==> src/rtl/mem_map_res_ctrl.sv <==
// mem_map_res_ctrl: Avalon-MM slave that drives NUM_CH per-channel reset outputs.
// Each channel's reset is the OR of a software level bit and a one-shot pulse
// counter of programmable length. Per-channel sticky done flags and busy status
// can be read back.
//
// Ports:
//   clk        in   1       clock
//   rst        in   1       synchronous reset, active-high
//   address    in   2       word address: 0 LEVEL, 1 PULSE/BUSY, 2 PLEN, 3 DONE
//   writedata  in   32      write data
//   readdata   out  32      read data, registered, valid 1 clk after read accepted
//   write      in   1       write strobe
//   read       in   1       read strobe
//   chipselect in   1       qualifies write/read
//   reset_out  out  NUM_CH  per-channel reset, active-high, registered
module mem_map_res_ctrl #(
  parameter int unsigned       NUM_CH    = 4,
  parameter int unsigned       CNT_W     = 16,
  parameter logic [NUM_CH-1:0] RST_DEF   = {NUM_CH{1'b1}},
  parameter int unsigned       PULSE_DEF = 16
) (
  input  logic              clk,
  input  logic              rst,
  input  logic [1:0]        address,
  input  logic [31:0]       writedata,
  output logic [31:0]       readdata,
  input  logic              write,
  input  logic              read,
  input  logic              chipselect,
  output logic [NUM_CH-1:0] reset_out
);

  localparam int unsigned DATA_W = 32;

  localparam logic [1:0] ADDR_LEVEL = 2'd0;
  localparam logic [1:0] ADDR_PULSE = 2'd1;
  localparam logic [1:0] ADDR_PLEN  = 2'd2;
  localparam logic [1:0] ADDR_DONE  = 2'd3;

  logic [NUM_CH-1:0] lvl_q,       lvl_d;
  logic [CNT_W-1:0]  plen_q,      plen_d;
  logic [CNT_W-1:0]  cnt_q [NUM_CH];
  logic [CNT_W-1:0]  cnt_d [NUM_CH];
  logic [NUM_CH-1:0] done_q,      done_d;
  logic [DATA_W-1:0] readdata_q,  readdata_d;
  logic [NUM_CH-1:0] reset_out_q, reset_out_d;

  logic              wr_en;
  logic              rd_en;
  logic [NUM_CH-1:0] busy;
  logic [NUM_CH-1:0] trig;
  logic [NUM_CH-1:0] clr;
  logic [NUM_CH-1:0] set;

  // Fold writedata so bits above NUM_CH/CNT_W are intentionally consumed.
  logic unused_wdata;
  assign unused_wdata = ^writedata;

  assign wr_en = chipselect & write;
  assign rd_en = chipselect & read;

  // Register file, pulse counters and sticky done flags.
  always_comb begin
    lvl_d  = lvl_q;
    plen_d = plen_q;
    done_d = done_q;
    busy   = '0;
    trig   = '0;
    clr    = '0;
    set    = '0;
    for (int unsigned i = 0; i < NUM_CH; i++) begin
      cnt_d[i] = cnt_q[i];
    end

    if (wr_en && address == ADDR_LEVEL) begin
      lvl_d = writedata[NUM_CH-1:0];
    end
    if (wr_en && address == ADDR_PLEN) begin
      plen_d = writedata[CNT_W-1:0];
    end

    for (int unsigned i = 0; i < NUM_CH; i++) begin
      busy[i] = (cnt_q[i] != '0);
      trig[i] = wr_en && (address == ADDR_PULSE) && writedata[i];
      clr[i]  = wr_en && (address == ADDR_DONE)  && writedata[i];
      // A retrigger replaces the running count, so the aborted pulse never reports done.
      if (trig[i]) begin
        cnt_d[i] = plen_q;
      end else if (busy[i]) begin
        cnt_d[i] = cnt_q[i] - CNT_W'(1);
        set[i]   = (cnt_q[i] == CNT_W'(1));
      end
      // Set has priority over a same-cycle W1C clear.
      done_d[i] = (done_q[i] & ~clr[i]) | set[i];
    end
  end

  // Output and read-data next state, computed from current register state.
  always_comb begin
    reset_out_d = lvl_q | busy;
    readdata_d  = readdata_q;
    if (rd_en) begin
      unique case (address)
        ADDR_LEVEL: readdata_d = DATA_W'(lvl_q);
        ADDR_PULSE: readdata_d = DATA_W'(busy);
        ADDR_PLEN:  readdata_d = DATA_W'(plen_q);
        ADDR_DONE:  readdata_d = DATA_W'(done_q);
        default:    readdata_d = '0;
      endcase
    end
  end

  always_ff @(posedge clk) begin
    if (rst) begin
      lvl_q       <= RST_DEF;
      plen_q      <= CNT_W'(PULSE_DEF);
      done_q      <= '0;
      readdata_q  <= '0;
      reset_out_q <= RST_DEF;
      for (int unsigned i = 0; i < NUM_CH; i++) begin
        cnt_q[i] <= '0;
      end
    end else begin
      lvl_q       <= lvl_d;
      plen_q      <= plen_d;
      done_q      <= done_d;
      readdata_q  <= readdata_d;
      reset_out_q <= reset_out_d;
      for (int unsigned i = 0; i < NUM_CH; i++) begin
        cnt_q[i] <= cnt_d[i];
      end
    end
  end

  assign readdata  = readdata_q;
  assign reset_out = reset_out_q;

endmodule

==> config.mk <==
export PLATFORM = sky130hd
export DESIGN_NAME = mem_map_res_ctrl
export DESIGN_NICKNAME = d
export VERILOG_FILES = /design/src/rtl/mem_map_res_ctrl.sv
export SDC_FILE = /design/constraint.sdc
export NUM_CORES = 1
export LEC_CHECK = 0
export ABC_CLOCK_PERIOD_IN_PS = 3200
export CORE_ASPECT_RATIO = 1.5
export CORE_MARGIN = 2
export CORE_UTILIZATION = 35
export CTS_BUF_LIST = sky130_fd_sc_hd__clkbuf_4
export CTS_CLUSTER_SIZE = 28
export DETAILED_ROUTE_END_ITERATION = 10
export HOLD_SLACK_MARGIN = 0.15
export PLACE_DENSITY = 0.52
export SLEW_MARGIN = 5
export SYNTH_ARGS = -nofsm -noshare
export SYNTH_HDL_FRONTEND = slang
export SYNTH_SLANG_ARGS = --single-unit
==> constraint.sdc <==
create_clock -name clk -period 3.2 [get_ports clk]
set_clock_uncertainty 0.2 [all_clocks]
set_input_delay 0.64 -clock clk [delete_from_list [all_inputs] [get_ports clk]]
set_output_delay 0.64 -clock clk [all_outputs]
set_load 0.005 [all_outputs]
flops_by_reg.png
(2 px per µm) Other sequential cells in the stronger gray, the rest of the logic in the fainter gray.
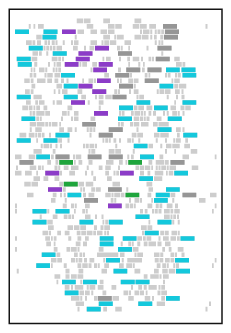
Key: purple = readdata [flops 16]; cyan = cnt_q [flops 64, where spread over the die]; green = done_q [flops 4, where center]
Another 24 sequential cells are not colored.

layer_met2.png
(2 px per µm)
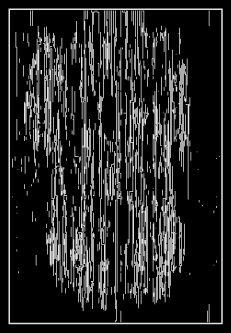
The layer holds 49% of the routed length. The longest straight run is 62.2 µm.

congestion.png
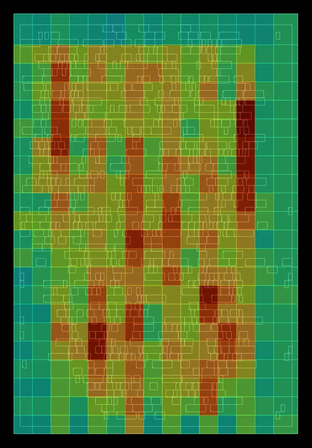
GRT met1 Usage: 23.5%
routed length per instance: 17.2 µm
most used routing layer: met2
Final Core Density: 40.9%
met3 Use GR: 2.50%

==> qor.yml <==
die:
  io_pins: 75
  die-area_um2: 16500
  fp.dieW_um: 106
  fp-row-count: 55
  coreArea_um2: 15100
  die_y_um: 156
  fp_util_pct: 35.8
clock_tree:
  cts_setup_buffers: 0
  clkSlewWorstSetupHoldPaths_ps: 170
  worstSkewPairLatency_ps: 470
  clkSinkCount: 108
  root_buffer: "clkbuf_4"
  cts_hold_buf: 0
  ctsHtreeMaxLevel: 3
  cts_made_buffers: 9
  cts_resized: 0
  cts_tree: "yes"
  cts_buffer_depth: 2
layout:
  area_growth_pct: 14.3
  post_layout_nonfiller_instances: 912
  layout_top_cell: "nand2_1"
  final_cell_area_um2: 6190
  lay_top_cells: "nand2_1, dfxtp_1, nor2_1"
  drive_gt1_share_pct: 6.88
  nets: 758
flow_run:
  warning_count: 50
  max_cap_viol_count: 0
synth:
  edf_count: 0
  ys.flops: 108
  top_area_cell: "dfxtp_1"
  top_area_share_pct: 39.9
  async_flop_share_pct: 0
  ys_cells: 662
  yosys_warnings: 0
  syn_avg_cell_area_um2: 8.19
  netlist_top_cells_area: "dfxtp_1, nand2_1, nor2_1"
  synth_chip_area_um2: 5420
  ys_types: 50
  flop_cell: "dfxtp_1"
  synth_seq_share_pct: 39.9
  synth_area_um2: 5420
  synthCells: 662
routing:
  dr.pass1.iters: 6
  vias_per_cell: 5.23
  wl_mm: 15.7
  drc: 0
  ant_nets: 0
  num_vias: 4774
  drt_iter0_drc: 223
timing:
  fin_hold_ws_ps: 274
  post-route-period-util_pct: 76.6
  hold_violations: 0
  setup-violations-final: 0
  worst_pin_slew_ps: 738
  totalNegativeSetupSlack_ps: 0
  layout_min_cycle_time_ps: 2450
  grt_setup_unrepaired: "no"
  slew_violations: 0
  max-slew-margin-rel_pct: 50.8
  timing.fmax_ghz: 0.408
placement:
  dp.cells: 895
  gp_congestion: 0.839
  io_buffers: 42
  hpwl_mm: 11.3
  place_area_um2: 6050
pwr:
  ir_drop_v: 0.000358
  pwr_density_cell_nw_per_um2: 856
  leakage_uw: 0.00227
worst_setup_path:
  crit_path_start_kind: "flop"
  cp.arrival_ps: 2640
  required_ps: 3390
  path_max_fanout: 9
  crit_slowest_cell: "dfxtp_1"
  crit_type: "reg2reg"
  slowest_delay_ps: 390
  crit_chain: "inv_1 > ha_1 > nor4b_1 > nand4_2 > and4_1 > xor2_1 > a22o_1"
  cp-end-kind: "flop"
global_route:
  grt_first_pass_wirelength_mm: 24.8
  grt_max_degree: 39
  grt_pass1_vias: 4625
  overflow: 0
  antenna_found_initial: 1
  track_usage_pct: 19.3
outcome:
  outcome: "complete, no violations"
min_path:
  hold_class: "reg2reg"
[metal layers]
metal	global-route usage, %	vias up	wire length [µm]	part of all wire, %
met5	0	-	0	0
met4	9.40	0	582	3.7
met3	2.50	23	495	3.2
met2	33.5	83	7720	49
met1	23.5	2278	6860	44
li1	-	2390	-	-
[path summary, 6_finish.rpt]
| kind | start | endpoint | slack [ps] | depth (start not counted) |
|---|---|---|---|---|
| worst max register to register | cnt_q[0][0] | cnt_q[0][12] | 750 | 7 |
| worst min register to register | done_q[3] | done_q[3] | 270 | 2 |
| worst min-delay path | done_q[3] | done_q[3] | 270 | 2 |
| worst max-delay path | cnt_q[0][0] | cnt_q[0][12] | 750 | 7 |
[critical path, delay by kind of cell (launching register included)]
family                     cells  cell delay [ps]
AOI/OAI and AO/OA              1              190
xor gates and xnor gates       1              140
DFF                            1              390
adders and majority gates      1              250
buffers and inverters          1              170
and+or+nand+nor                3             1030
[cell type report]
class	instances	area, µm²
Sequential cell	108	2160
Multi-Input combinational cell	520	3060
Clock buffer	9	67.6
Inverter	9	33.8
Tap cell	199	249
Clock inverter	7	78.8
Fill cell	1607	8940
Timing Repair Buffer	59	543
Antenna cell	1	2.50
[cell usage after synthesis (5+ instances only)]
library cell    n
or4_1           9
ha_1           12
clkbuf_1       22
nand2b_1        9
o21ai_0        33
nor2_1         67
inv_1           9
a21oi_1        32
or3_1           7
nor4b_1         7
xor2_1         26
nand2_1       119
nand3_1        14
a22oi_1        14
nand3b_1        5
xnor2_1        26
nand4_1         9
nor3_1         16
buf_4          17
nor2b_1         7
nor4_1         17
o22ai_1         6
a211oi_1       15
dfxtp_1       108
mux2_2          5
[flip-flops by register name (all words and copies together) (netlist names)]
signal / cells
readdata: 16
plen_q: 16
reset_out: 4
lvl_q: 4
done_q: 4
cnt_q: 64
[power by group]
part	switching [µW]	internal [µW]	leakage [µW]	total, µW
clock	495	250	0.0000769	745
sequential	404	1670	0.000883	2070
combinational	1320	1160	0.00131	2480
[cells by family after synthesis]
kind of cell,count (synthesis),share of synthesized area [%]
AND/OR/NAND/NOR,314,29.1
AND-OR/OR-AND,119,13.6
flip-flops,108,39.9
XOR/XNOR,52,8.40
buffers and inverters,49,4.71
adder cells (fa/ha/maj),12,2.77
multiplexers,7,1.41
other,1,0.0692
[metrics by stage]
stage	setup WS, ps	total power, µW
2_1_floorplan	875	3990
3_3_place_gp	477	4500
3_5_place_dp	484	4560
4_1_cts	732	5330
5_1_grt	540	5750
6_report	750	5300
Power is estimated from default activity; no workload was simulated.
